--- src/rtl/fp_to_i2s_tx.sv ---
// fp_to_i2s_tx: float-to-PCM converter, sample FIFO and I2S transmitter.
// Each popped sample is sent in both slots, MSB first, one BCLK after LRCLK moves.
module fp_to_i2s_tx #(
    parameter int PCM_WIDTH  = 24,
    parameter int SLOT_WIDTH = 32,
    parameter int BCLK_DIV   = 4,
    parameter int FIFO_DEPTH = 4
) (
    input  logic        clk,
    input  logic        aclr,
    input  logic [31:0] sample_in,
    input  logic        sample_valid,
    input  logic        mute,
    input  logic        status_clr,
    output logic        bclk,
    output logic        lrclk,
    output logic        sdata,
    output logic        frame_strobe,
    output logic        fifo_full,
    output logic        clip,
    output logic        overflow,
    output logic        underrun
);

    localparam int AW = $clog2(FIFO_DEPTH);
    localparam int DW = (BCLK_DIV > 1) ? $clog2(BCLK_DIV) : 1;
    localparam int BW = $clog2(2 * SLOT_WIDTH);

    localparam logic [8:0]           SH_BASE  = 9'(151 - PCM_WIDTH);
    localparam logic [PCM_WIDTH-1:0] POS_MAX  = {1'b0, {(PCM_WIDTH-1){1'b1}}};
    localparam logic [PCM_WIDTH-1:0] NEG_MAX  = {1'b1, {(PCM_WIDTH-1){1'b0}}};
    localparam logic [AW:0]          FULL_CNT = (AW+1)'(FIFO_DEPTH);
    localparam logic [DW-1:0]        DIV_TC   = DW'(BCLK_DIV - 1);
    localparam logic [BW-1:0]        BIT_LAST = BW'(2 * SLOT_WIDTH - 1);
    localparam logic [BW-1:0]        SLOT_B   = BW'(SLOT_WIDTH);
    localparam logic [BW-1:0]        PCM_B    = BW'(PCM_WIDTH);

    logic                 s1_valid;
    logic                 s1_sign;
    logic [7:0]           s1_exp;
    logic [22:0]          s1_man;
    logic [8:0]           shamt;
    logic [23:0]          mag;
    logic [PCM_WIDTH-1:0] s2_word;
    logic                 s2_clip;

    logic [PCM_WIDTH-1:0] mem [FIFO_DEPTH];
    logic [AW-1:0]        wr_ptr;
    logic [AW-1:0]        rd_ptr;
    logic [AW:0]          count;
    logic                 fifo_empty;
    logic                 pop;
    logic                 wr_ok;

    logic [DW-1:0]        div_cnt;
    logic [BW-1:0]        bit_idx;
    logic [BW-1:0]        slot_pos;
    logic                 tick;
    logic                 boundary;
    logic [PCM_WIDTH-1:0] frame_word;
    logic [PCM_WIDTH-1:0] slot_word;

    // Stage 1: split the incoming float into sign, exponent and mantissa.
    always_ff @(posedge clk or posedge aclr) begin
        if (aclr) begin
            s1_valid <= 1'b0;
            s1_sign  <= 1'b0;
            s1_exp   <= '0;
            s1_man   <= '0;
        end else begin
            s1_valid <= sample_valid;
            if (sample_valid) begin
                s1_sign <= sample_in[31];
                s1_exp  <= sample_in[30:23];
                s1_man  <= sample_in[22:0];
            end
        end
    end

    // Stage 2: saturating, truncating conversion to signed PCM.
    always_comb begin
        s2_word = '0;
        s2_clip = 1'b0;
        mag     = '0;
        shamt   = SH_BASE - {1'b0, s1_exp};
        if (s1_exp == 8'hFF) begin
            if (s1_man == '0) begin
                s2_word = s1_sign ? NEG_MAX : POS_MAX;
                s2_clip = 1'b1;
            end
        end else if (s1_exp >= 8'd127) begin
            if (s1_sign && s1_exp == 8'd127 && s1_man == '0) begin
                s2_word = NEG_MAX;
            end else begin
                s2_word = s1_sign ? NEG_MAX : POS_MAX;
                s2_clip = 1'b1;
            end
        end else begin
            if (shamt < 9'd24) begin
                mag = {1'b1, s1_man} >> shamt;
            end
            s2_word = s1_sign ? -mag[PCM_WIDTH-1:0] : mag[PCM_WIDTH-1:0];
        end
    end

    assign fifo_empty = (count == '0);
    assign fifo_full  = (count == FULL_CNT);
    assign pop        = boundary && !fifo_empty;
    // A pop in the same cycle frees a slot, so a write into a full FIFO still lands.
    assign wr_ok      = s1_valid && (!fifo_full || pop);

    // Sample storage; contents need no reset because count guards every read.
    always_ff @(posedge clk) begin
        if (wr_ok) begin
            mem[wr_ptr] <= s2_word;
        end
    end

    // FIFO pointers and occupancy.
    always_ff @(posedge clk or posedge aclr) begin
        if (aclr) begin
            wr_ptr <= '0;
            rd_ptr <= '0;
            count  <= '0;
        end else begin
            if (wr_ok) wr_ptr <= wr_ptr + 1'b1;
            if (pop)   rd_ptr <= rd_ptr + 1'b1;
            case ({wr_ok, pop})
                2'b10:   count <= count + 1'b1;
                2'b01:   count <= count - 1'b1;
                default: count <= count;
            endcase
        end
    end

    assign tick     = (div_cnt == DIV_TC);
    assign boundary = tick && bclk && (bit_idx == BIT_LAST);

    // BCLK divider and bit index; the index moves only on BCLK falling edges.
    always_ff @(posedge clk or posedge aclr) begin
        if (aclr) begin
            div_cnt <= '0;
            bclk    <= 1'b0;
            bit_idx <= '0;
        end else if (tick) begin
            div_cnt <= '0;
            bclk    <= ~bclk;
            if (bclk) begin
                bit_idx <= (bit_idx == BIT_LAST) ? '0 : bit_idx + 1'b1;
            end
        end else begin
            div_cnt <= div_cnt + 1'b1;
        end
    end

    // Frame register, frame pulse, clip pulse and sticky status flags.
    always_ff @(posedge clk or posedge aclr) begin
        if (aclr) begin
            frame_word   <= '0;
            frame_strobe <= 1'b0;
            clip         <= 1'b0;
            overflow     <= 1'b0;
            underrun     <= 1'b0;
        end else begin
            frame_strobe <= boundary;
            clip         <= s1_valid && s2_clip;
            if (boundary) begin
                frame_word <= (mute || fifo_empty) ? '0 : mem[rd_ptr];
            end
            overflow <= status_clr ? 1'b0 : (overflow || (s1_valid && !wr_ok));
            underrun <= status_clr ? 1'b0 : (underrun || (boundary && fifo_empty));
        end
    end

    assign lrclk    = (bit_idx >= SLOT_B);
    assign slot_pos = lrclk ? (bit_idx - SLOT_B) : bit_idx;

    // Serial data: word bits MSB first at slot positions 1..PCM_WIDTH, zero elsewhere.
    always_comb begin
        sdata     = 1'b0;
        slot_word = frame_word >> (PCM_B - slot_pos);
        if (slot_pos != '0 && slot_pos <= PCM_B) begin
            sdata = slot_word[0];
        end
    end

endmodule

--- config.mk ---
export PLATFORM = sky130hd
export DESIGN_NAME = fp_to_i2s_tx
export DESIGN_NICKNAME = d
export VERILOG_FILES = /design/src/rtl/fp_to_i2s_tx.sv
export SDC_FILE = /design/constraint.sdc
export NUM_CORES = 1
export LEC_CHECK = 0
export ABC_AREA = 1
export CAP_MARGIN = 30
export CORE_MARGIN = 4
export CORE_UTILIZATION = 30
export DETAILED_ROUTE_END_ITERATION = 10
export GPL_ROUTABILITY_DRIVEN = 0
export PLACE_DENSITY_LB_ADDON = 0.15
export SLEW_MARGIN = 0
export SYNTH_ARGS = -nofsm -noshare
export SYNTH_HDL_FRONTEND = slang
export SYNTH_SLANG_ARGS = --single-unit
--- constraint.sdc ---
create_clock -name clk -period 3.8 [get_ports clk]
set_input_delay 0.57 -clock clk [delete_from_list [all_inputs] [get_ports clk]]
set_output_delay 0.57 -clock clk [all_outputs]
set_load 0.005 [all_outputs]
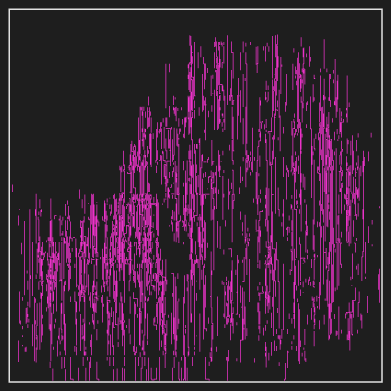
Fig. 1. Met2 routing.
(2 px per um)
longest straight run: 86.4 um
main direction: vertical
met2 Track Usage GR: 25.8%
routed wire length: 25,700 um
via count: 7,842

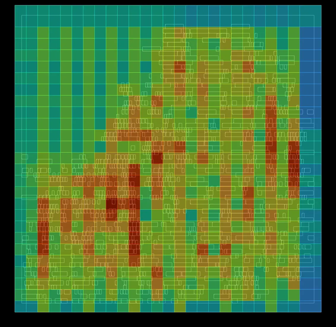
Fig. 2. Routing congestion.
global-route track usage on met3: 2.72%
Global Route met1 Usage: 20.5%

==> results.py <==
# Flow results
metrics = {
    "pwr": {
        "p_comb_mw": 1.01,
        "net-switching-power_mw": 1.55,
        "p_per_area_mw_per_mm2": 486,
        "finalPower_mw": 5.31,
        "power.share.sequential_pct": 45.8,
        "ir_drop_v": 0.000340,
        "p_comb_share_pct": 19.0,
        "p_leak_nw": 4.79,
        "powerSeq_mw": 2.43,
        "netSwitchingFraction_pct": 29.1,
        "pg_clk_mw": 1.87,
    },
    "placement": {
        "io_buffers": 44,
        "pre_cts_ws_ns": 0.653,
        "hpwl_um": 18300,
        "placed_cell_area_sq_mm": 0.0103,
    },
    "route": {
        "via_per_inst": 4.96,
        "top_layer": "met4",
        "ant_nets": 0,
        "wl_met1_um": 11800,
    },
    "hold_path": {
        "hold_path.startpoint": "div_cnt[0]",
        "worstHoldEndpoint": "div_cnt[0]",
        "min_path_type": "flop to flop",
        "min_path_cells": 1,
    },
    "clock_network": {
        "numCtsBuffers": 17,
        "cts.htree.levels": 4,
        "cts_tree": "yes",
        "post_cts_buffers": 0,
        "clkSlewWorstSetupHoldPaths_ns": 0.07,
        "ctsHoldBuffers": 0,
        "clock_latency_ns": 0.43,
    },
    "status": {
        "status": "complete, no violations",
    },
    "cells_and_area": {
        "dominant_cells": "registers",
        "buf_share_pct": 5.98,
        "clk_share_pct": 5.68,
        "sh_comb_area_pct": 36.1,
        "layout.cells.non_filler": 1580,
        "top_register": "mem",
        "fill_cells": 3187,
        "area_growth_pct": 15.4,
        "clkbuf_count": 19,
        "seq_area_sq_mm": 0.00481,
        "seq-cell-share_pct": 44.1,
        "logic_area_sq_mm": 0.00395,
        "final_cell_mix": "328 x nand2_1, 144 x nand3_1, 96 x inv_1, 96 x edfxtp_1, 83 x o21ai_0",
    },
    "setup_path": {
        "r2r_cells": 22,
        "path_depth": 9,
        "endpoint_kind": "output pin",
        "cp.arrival_ns": 2.80,
        "critPathLaunchType": "flop",
        "crit_fanout": 10,
        "slowest_delay_ns": 0.55,
        "critical_path.top_delay_family": "buffers and inverters",
        "cp_num_buf_inv": 3,
        "worst-r2r-setup-slack_ns": 0.57,
    },
    "final_timing": {
        "tightestPinTransition_ns": 0.940,
        "setup_slack_ns": 0.428,
        "hold_ws_ns": 0.434,
        "slew_headroom_pct": 37.3,
        "clock.fmax_ghz": 0.297,
        "setup_viol": 0,
        "period_minus_slack_ns": 3.37,
    },
    "grt": {
        "grt_pass1_wl_um": 41800,
        "grt_overflow_total": 0,
        "top_usage_layer": "met2",
        "grt_pass1_vias": 7684,
        "grt_max_degree": 66,
    },
    "yosys": {
        "netlist_instances": 1145,
        "ys_sh_aoi_pct": 11.6,
        "ys_sh_simple_pct": 27.8,
        "ys_cells": 1145,
        "yosys-top-cells-count": "328 x nand2_1, 144 x nand3_1, 98 x inv_1, 96 x edfxtp_1, 83 x o21ai_0",
        "ys_async_sr_fraction_pct": 44.5,
        "synth.avg_cell_area_sq_um": 8.26,
        "ys_top_logic_family": "simple AND/OR/NAND/NOR gates",
        "ys.flop_type": "edfxtp_1",
        "top_cell": "nand2_1",
        "netlist_area_sq_mm": 0.00946,
        "yosysChipArea_sq_mm": 0.00946,
    },
    "job": {
        "warnings": 30,
        "maxCapViolations": 0,
    },
    "floorplanning": {
        "tapCellCount": 396,
        "die_area_sq_mm": 0.0344,
        "chipHeight_um": 186,
        "fp_util_pct": 30.7,
        "core.rowCount": 64,
    },
}
No activity file was given, so power comes from the tool's default toggle rates.
